`src/rtl/sys_defs.sv`:
```
// Shared definitions for the issue stage: superscalar width, rollback encoding,
// the ID/EX packet layout and the issue replay state enum.
package sys_defs;

  localparam int WAYS           = 4;
  localparam int ROLLBACK_WIDTH = 3;
  localparam int KEEP_WIDTH     = $clog2(WAYS + 1);

  typedef struct packed {
    logic [31:0] pc;
    logic [31:0] inst;
    logic [4:0]  dest_reg;
  } ID_EX_PACKET;

  typedef enum logic {
    PASS   = 1'b0,
    REPLAY = 1'b1
  } ISSUE_STATE;

  // Number of leading ways allowed to issue; rollback beyond WAYS holds everything.
  function automatic logic [KEEP_WIDTH-1:0] keep_ways(input logic [ROLLBACK_WIDTH-1:0] rollback);
    logic [ROLLBACK_WIDTH-1:0] clamped;
    clamped = (rollback > ROLLBACK_WIDTH'(WAYS)) ? ROLLBACK_WIDTH'(WAYS) : rollback;
    return KEEP_WIDTH'(WAYS - int'(clamped));
  endfunction

endpackage

```
`src/rtl/issue_replay_ctrl_compactor.sv`:
```
// replay_compactor: picks the ways that are valid but beyond the keep boundary
// and packs them into slots 0.. in program order.
module replay_compactor
  import sys_defs::*;
(
  input  ID_EX_PACKET [WAYS-1:0] grp_packet,
  input  logic [WAYS-1:0]        grp_valid,
  input  logic [KEEP_WIDTH-1:0]  keep,
  output ID_EX_PACKET [WAYS-1:0] held_packet,
  output logic [WAYS-1:0]        held_valid,
  output logic [KEEP_WIDTH-1:0]  held_count
);

  localparam int IDX_WIDTH = $clog2(WAYS);

  logic [IDX_WIDTH-1:0] slot;

  // Walk the ways oldest first, appending each held one to the next free slot.
  always_comb begin
    // NOTE: every output gets a default before the loop so no path leaves it unassigned (no latch).
    held_packet = '0;
    held_valid  = '0;
    held_count  = '0;
    slot        = '0;
    for (int i = 0; i < WAYS; i++) begin
      if (grp_valid[i] && (i >= int'(keep))) begin
        held_packet[slot] = grp_packet[i];
        held_valid[slot]  = 1'b1;
        held_count        = held_count + KEEP_WIDTH'(1);
        slot              = slot + IDX_WIDTH'(1);
      end
    end
  end

endmodule

```
`src/rtl/issue_replay_ctrl.sv`:
```
// issue_replay_ctrl: holds back the younger ways of an issue group when the
// detection unit requests a rollback and re-presents them the next cycle.
// Optional feature macro: ISSUE_REPLAY_STATS_EN adds rollback/replay counters.
module issue_replay_ctrl
  import sys_defs::*;
#(
  parameter int WATCHDOG_MAX = 63
) (
  input  logic                      clock,
  input  logic                      reset,
  input  ID_EX_PACKET [WAYS-1:0]    id_packet,
  input  logic [WAYS-1:0]           id_valid,
  input  logic                      flush,
  input  logic [ROLLBACK_WIDTH-1:0] rollback,
  output ID_EX_PACKET [WAYS-1:0]    grp_packet,
  output logic [WAYS-1:0]           grp_valid,
  output ID_EX_PACKET [WAYS-1:0]    issue_packet,
  output logic [WAYS-1:0]           issue_valid,
  output logic                      id_stall,
  output logic                      replay_active,
  output logic                      watchdog_err
`ifdef ISSUE_REPLAY_STATS_EN
  ,
  output logic [31:0]               stat_rollback_cycles,
  output logic [31:0]               stat_replayed_insts
`endif
);

  localparam int CNT_WIDTH = $clog2(WATCHDOG_MAX + 1);

  ISSUE_STATE             state, state_d;
  ID_EX_PACKET [WAYS-1:0] buf_packet;
  logic [WAYS-1:0]        buf_valid;
  logic [KEEP_WIDTH-1:0]  keep;
  ID_EX_PACKET [WAYS-1:0] held_packet;
  logic [WAYS-1:0]        held_valid;
  logic [KEEP_WIDTH-1:0]  held_count;
  logic [CNT_WIDTH-1:0]   wd_cnt, wd_cnt_d;

  assign keep          = keep_ways(rollback);
  assign replay_active = (state == REPLAY);

  // Select the group source (decode or replay buffer) and derive the issue mask.
  always_comb begin
    grp_packet = id_packet;
    grp_valid  = id_valid;
    id_stall   = 1'b0;
    if (state == REPLAY) begin
      grp_packet = buf_packet;
      grp_valid  = buf_valid;
      id_stall   = !flush;
    end
    if (reset) grp_valid = '0;
    issue_packet = grp_packet;
    for (int i = 0; i < WAYS; i++) begin
      issue_valid[i] = grp_valid[i] && (i < int'(keep)) && !flush;
    end
  end

  replay_compactor u_compactor (
    .grp_packet  (grp_packet),
    .grp_valid   (grp_valid),
    .keep        (keep),
    .held_packet (held_packet),
    .held_valid  (held_valid),
    .held_count  (held_count)
  );

  // Next state: replay whenever something is held, flush always returns to PASS.
  always_comb begin
    state_d = state;
    if (flush)                  state_d = PASS;
    else if (held_count != '0) state_d = REPLAY;
    else                        state_d = PASS;
  end

  // State register.
  always_ff @(posedge clock or posedge reset) begin
    // NOTE: sequential state uses non-blocking assignment so all flops update together.
    if (reset) state <= PASS;
    else       state <= state_d;
  end

  // Replay buffer occupancy; the held set always lands in slots 0.. compacted.
  always_ff @(posedge clock or posedge reset) begin
    if (reset)      buf_valid <= '0;
    else if (flush) buf_valid <= '0;
    else            buf_valid <= held_valid;
  end

  // Replay buffer payload.
  always_ff @(posedge clock) begin
    // NOTE: payload is left unreset on purpose; buf_valid alone qualifies it.
    buf_packet <= held_packet;
  end

  // Watchdog counter next value: consecutive REPLAY cycles, saturating.
  always_comb begin
    wd_cnt_d = '0;
    if (state == REPLAY) begin
      wd_cnt_d = (wd_cnt == CNT_WIDTH'(WATCHDOG_MAX)) ? wd_cnt : wd_cnt + CNT_WIDTH'(1);
    end
  end

  // Watchdog counter and sticky error flag.
  always_ff @(posedge clock or posedge reset) begin
    if (reset) begin
      wd_cnt       <= '0;
      watchdog_err <= 1'b0;
    end else begin
      wd_cnt       <= wd_cnt_d;
      watchdog_err <= watchdog_err | (wd_cnt_d == CNT_WIDTH'(WATCHDOG_MAX));
    end
  end

`ifdef ISSUE_REPLAY_STATS_EN
  // Statistics: rollback cycles and total held instructions, ignoring flush cycles.
  always_ff @(posedge clock or posedge reset) begin
    if (reset) begin
      stat_rollback_cycles <= '0;
      stat_replayed_insts  <= '0;
    end else if (!flush && (held_count != '0)) begin
      stat_rollback_cycles <= stat_rollback_cycles + 32'd1;
      stat_replayed_insts  <= stat_replayed_insts + 32'(held_count);
    end
  end
`endif

endmodule

```
`config.mk`:
```
export PLATFORM = sky130hd
export DESIGN_NAME = issue_replay_ctrl
export DESIGN_NICKNAME = d
export VERILOG_FILES = /design/src/rtl/sys_defs.sv /design/src/rtl/issue_replay_ctrl_compactor.sv /design/src/rtl/issue_replay_ctrl.sv
export SDC_FILE = /design/constraint.sdc
export NUM_CORES = 1
export LEC_CHECK = 0
export CORE_AREA = 8 8 326 328
export DETAILED_ROUTE_END_ITERATION = 6
export DIE_AREA = 0 0 334 336
export DONT_BUFFER_PORTS = 1
export PLACE_DENSITY = 0.3
export SKIP_CTS_REPAIR_TIMING = 1
export SYNTH_ARGS = -nofsm -noshare
export SYNTH_HDL_FRONTEND = slang
export SYNTH_SLANG_ARGS = --single-unit
```
`constraint.sdc`:
```
create_clock -name clock -period 5.2 [get_ports clock]
set_input_delay 0.52 -clock clock [delete_from_list [all_inputs] [get_ports clock]]
set_output_delay 0.52 -clock clock [all_outputs]
set_load 0.005 [all_outputs]
```
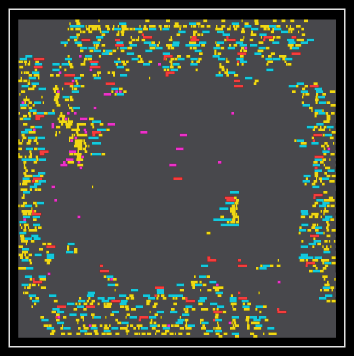
*Cells colored by class*
(1 px per µm) Fill, decap, tap and diode cells in gray.
cyan -> registers  # cells 288
magenta -> remaining buffers and delay cells  # cells 50
red -> clock drivers and dummy loads  # cells 76
yellow -> remaining logic cells  # cells 931
core area: 101000 µm²
share of the core filled with cells: 16.5%
post-route design area: 16700 µm²

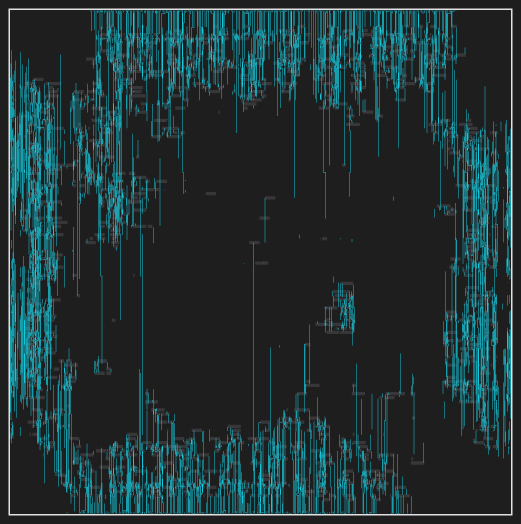
*The metal 2 layer*
(1.5 px per µm)
nets with wire on the layer = 1468
wire length on this layer = 38.4 mm
main direction = vertical
met2 GRT Util: 22.3%
count of vias placed by the detailed router: 12278
final WL: 77.1 mm

==> job_summary.md <==
## Synthesis and layout report

| Metric | Value |
|---|---|
| Layout buffer count excluding clock buffers | ~50 |
| Num sequential | 288 |
| Vias per cell | 4.62 |
| Inst Count DP | 2576 |
| Violations in the final reports | design-rule violations |
| Routed len/inst | 29.0 µm |
| Sequential cell area in the final layout | about 5800 µm² |
| Count of library flops with an enable pin | 0 |
| Top comb family, area | AND-OR/OR-AND gates |
| Biggest area contributors in the synthesized netlist | sky130_fd_sc_hd__dfxtp_1 35%, sky130_fd_sc_hd__buf_4 13%, sky130_fd_sc_hd__mux2_2 10%, sky130_fd_sc_hd__mux2i_1 9.1%, sky130_fd_sc_hd__o22ai_1 5.5% |
| Setup Crit Path Kind | reg2out |
| Final TNS setup | 0 ns |
| Depth of the worst register-to-register path | 11 |
| Proportion of synthesized flip-flops having asynchronous set or reset | 4.17% |
| Insertion Delay late pin | 0.59 ns |
| Yosys chip area | ~16000 µm² |
| Die Wd | 334 µm |
| Worst VDD drop | 199 µV |
| NumNets Final | 1606 |
| Initial antenna violation count | 15 |
| Synth Area per Inst | 9.67 µm² |
| Top cell types by occurrence after synthesis | 277 x sky130_fd_sc_hd__buf_4, 276 x sky130_fd_sc_hd__dfxtp_1, 147 x sky130_fd_sc_hd__inv_1 |
| Switching pwr | 2.51 mW |
| Total Die Area | 112000 µm² |
| Area fraction in mux cells | 19.1% |
| Hold-critical path depth | 1 |
| Drt drc | 1 |
| Area Growth Syn to Fin | 6.28% |
| Highest Clock Rate | around 240 MHz |
| GR Layer Usage met3 | 4.98% |
| Number of standard cells in the final layout excluding fillers | 2657 |
| Total routing usage reported by global routing | 12.7% |
| Relative area of clock buffers and inverters in the final design | under 10% |
| Post-Syn Nets | ~1900 |
| Total sequential power | 2.49 mW |
| Worst slew pin tran | 1.28 ns |
| Rows | 117 |
| Rel. slew slack | 15.0% |
| Largest stage delay on the critical path | 0.78 ns |
| Boundary pin count | 849 |
| Violation tally from detailed-route iteration zero | approximately 1100 |
| R2r setup slk | 1.11 ns |
| Fraction of final layout cells sized beyond drive strength 1 | about a fifth |
| Areal power density over the cells | 434 nW/µm² |
| Antenna cell count | 3 |
| Number of buffers inserted by port buffering | 0 |
| First-pass detailed-route iteration total | 7 |
| Final ANT Viol Nets | 0 |
| Non-clock buffering overhead in the final layout | 3.03% |
| Most Used Layer, Global Route | met2 |
| Cell depth of the worst setup path | 4 |
| Post-Syn Instances | between 1500 and 2000 |
| Met3 wire length | 7.31 mm |
| Combinational share of cell area | between 40 and 50% |
| Clock root buffer | sky130_fd_sc_hd__clkbuf_16 |
| Count of maximum capacitance violations | 0 |
| Met1 wire length | 29.6 mm |
| Endpoint kind of the worst setup timing path | output port |
| Result of the run | finished, violations left |
| Largest registers ranked by flip-flop count | buf_packet: 276 flops, wd_cnt: 6 flops, buf_valid: 4 flops |
| Number of CTS-inserted buffers | 42 |
| Met2 routed WL | 38.4 mm |
| Maximum number of pins on one net before global-route repair | 125 |
| Synthesized-area fraction occupied by adder cells | 0.557% |
| Via count of the first global-routing pass | 12651 |
| Internal | roughly 4.7 mW |
| Reg-to-reg critical path startpoint | replay_active$_DFF_PP0_ |
| Minimum period implied by the final worst setup slack | 4.15 ns |
| GR met1 Demand/Resource | ~14% |
| Data arrival time of the worst path | 3.63 ns |
| Unrepaired setup endpoints after global routing | false |
| Period Utilization, post-route | around four fifths |
| Yosys reg bits | 288 |
| Multi-In Gates | slightly below 800 |
| Sequential power share | about a third |
| Most frequent standard cell in the layout excluding fill and tap cells | sky130_fd_sc_hd__dfxtp_1 |
| Fraction of area in registers | 34.9% |
| Tap cell count | 1309 |
| Synth unique cells | 47 |
| Library cell contributing the largest single delay on the critical path | sky130_fd_sc_hd__buf_4 |
| Basic Gates by Area | under 10% |
| CP Cell Sequence | buf_12 > buf_4 > mux2i_1 > inv_1 |
| Dominant synthesized flop cell | sky130_fd_sc_hd__dfxtp_1 |
| Share of power burned in combinational logic | 25.6% |
| Largest contributor to cell area by class | logic gates |
| H-tree lvl count | 2 |
| Buf+Inv Stages, Crit Path | 3 |
| Highest metal layer used by the detailed router | met5 |
| Hold Crit Endpoint | buf_valid[3]$_DFF_PP0_ |
| Worst Hold Class | in2reg |
| Cell type with the largest total area after synthesis | sky130_fd_sc_hd__dfxtp_1 |
| Flip-flop count of the largest register after layout | 276 |
| Maximum buffer depth of the clock tree | 3 |
| Netlist Area Pre-Place | 15700 µm² |
| Total count of hold-check failures in the final report | 0 |
| Number of logged tool warnings | 34 |
| Setup crit end | issue_packet[248] |
| Initial core utilization | 15.6% |
| Most numerous logic cells after layout | 276 x sky130_fd_sc_hd__dfxtp_1, 147 x sky130_fd_sc_hd__inv_1, 143 x sky130_fd_sc_hd__mux2i_1 |
| Worst-case setup slack after placement | around 0.73 ns |
| Fraction of the mapped netlist area in compound gates | 20.8% |
| Worst setup path startpoint | replay_active$_DFF_PP0_ |
| TritonCTS clock tree | done |
| Hold Worst Slack | 0.0631 ns |
| HPWL after DPL | ~57 mm |
| CP max FO | ~120 |
| XOR/XNOR Area Share | 0.167% |
| Clock-net power | 2.91 mW |
| Reg clk slew, reported paths | 0.05 ns |
| Final weighted congestion in routability-driven placement | ~0.78 |
| Cell family with most CP delay | buffers and inverters |
| Count leader, synth | sky130_fd_sc_hd__buf_4 |
| Cell total in the yosys stat output | 1625 |
| Reported leakage power | 6.20 nW |
| Req. time, crit path | roughly 4.7 ns |
| Synth warn | 0 |
| Area share, top type | 35.2% |
| Share of total power in the clock network | between 40 and 50% |
| Post-layout total power | 7.26 mW |
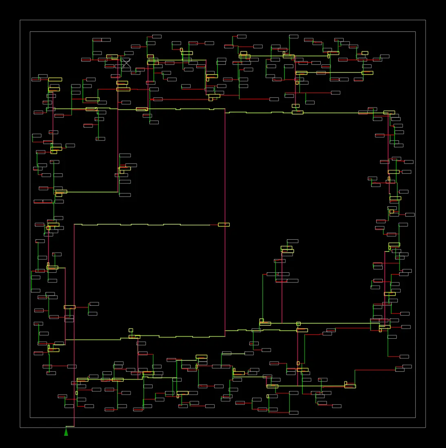
*Clock nets*
clock skew after layout: 0.0262 ns
count of clock tree sinks: 288

Power and IR drop assume default switching activity.
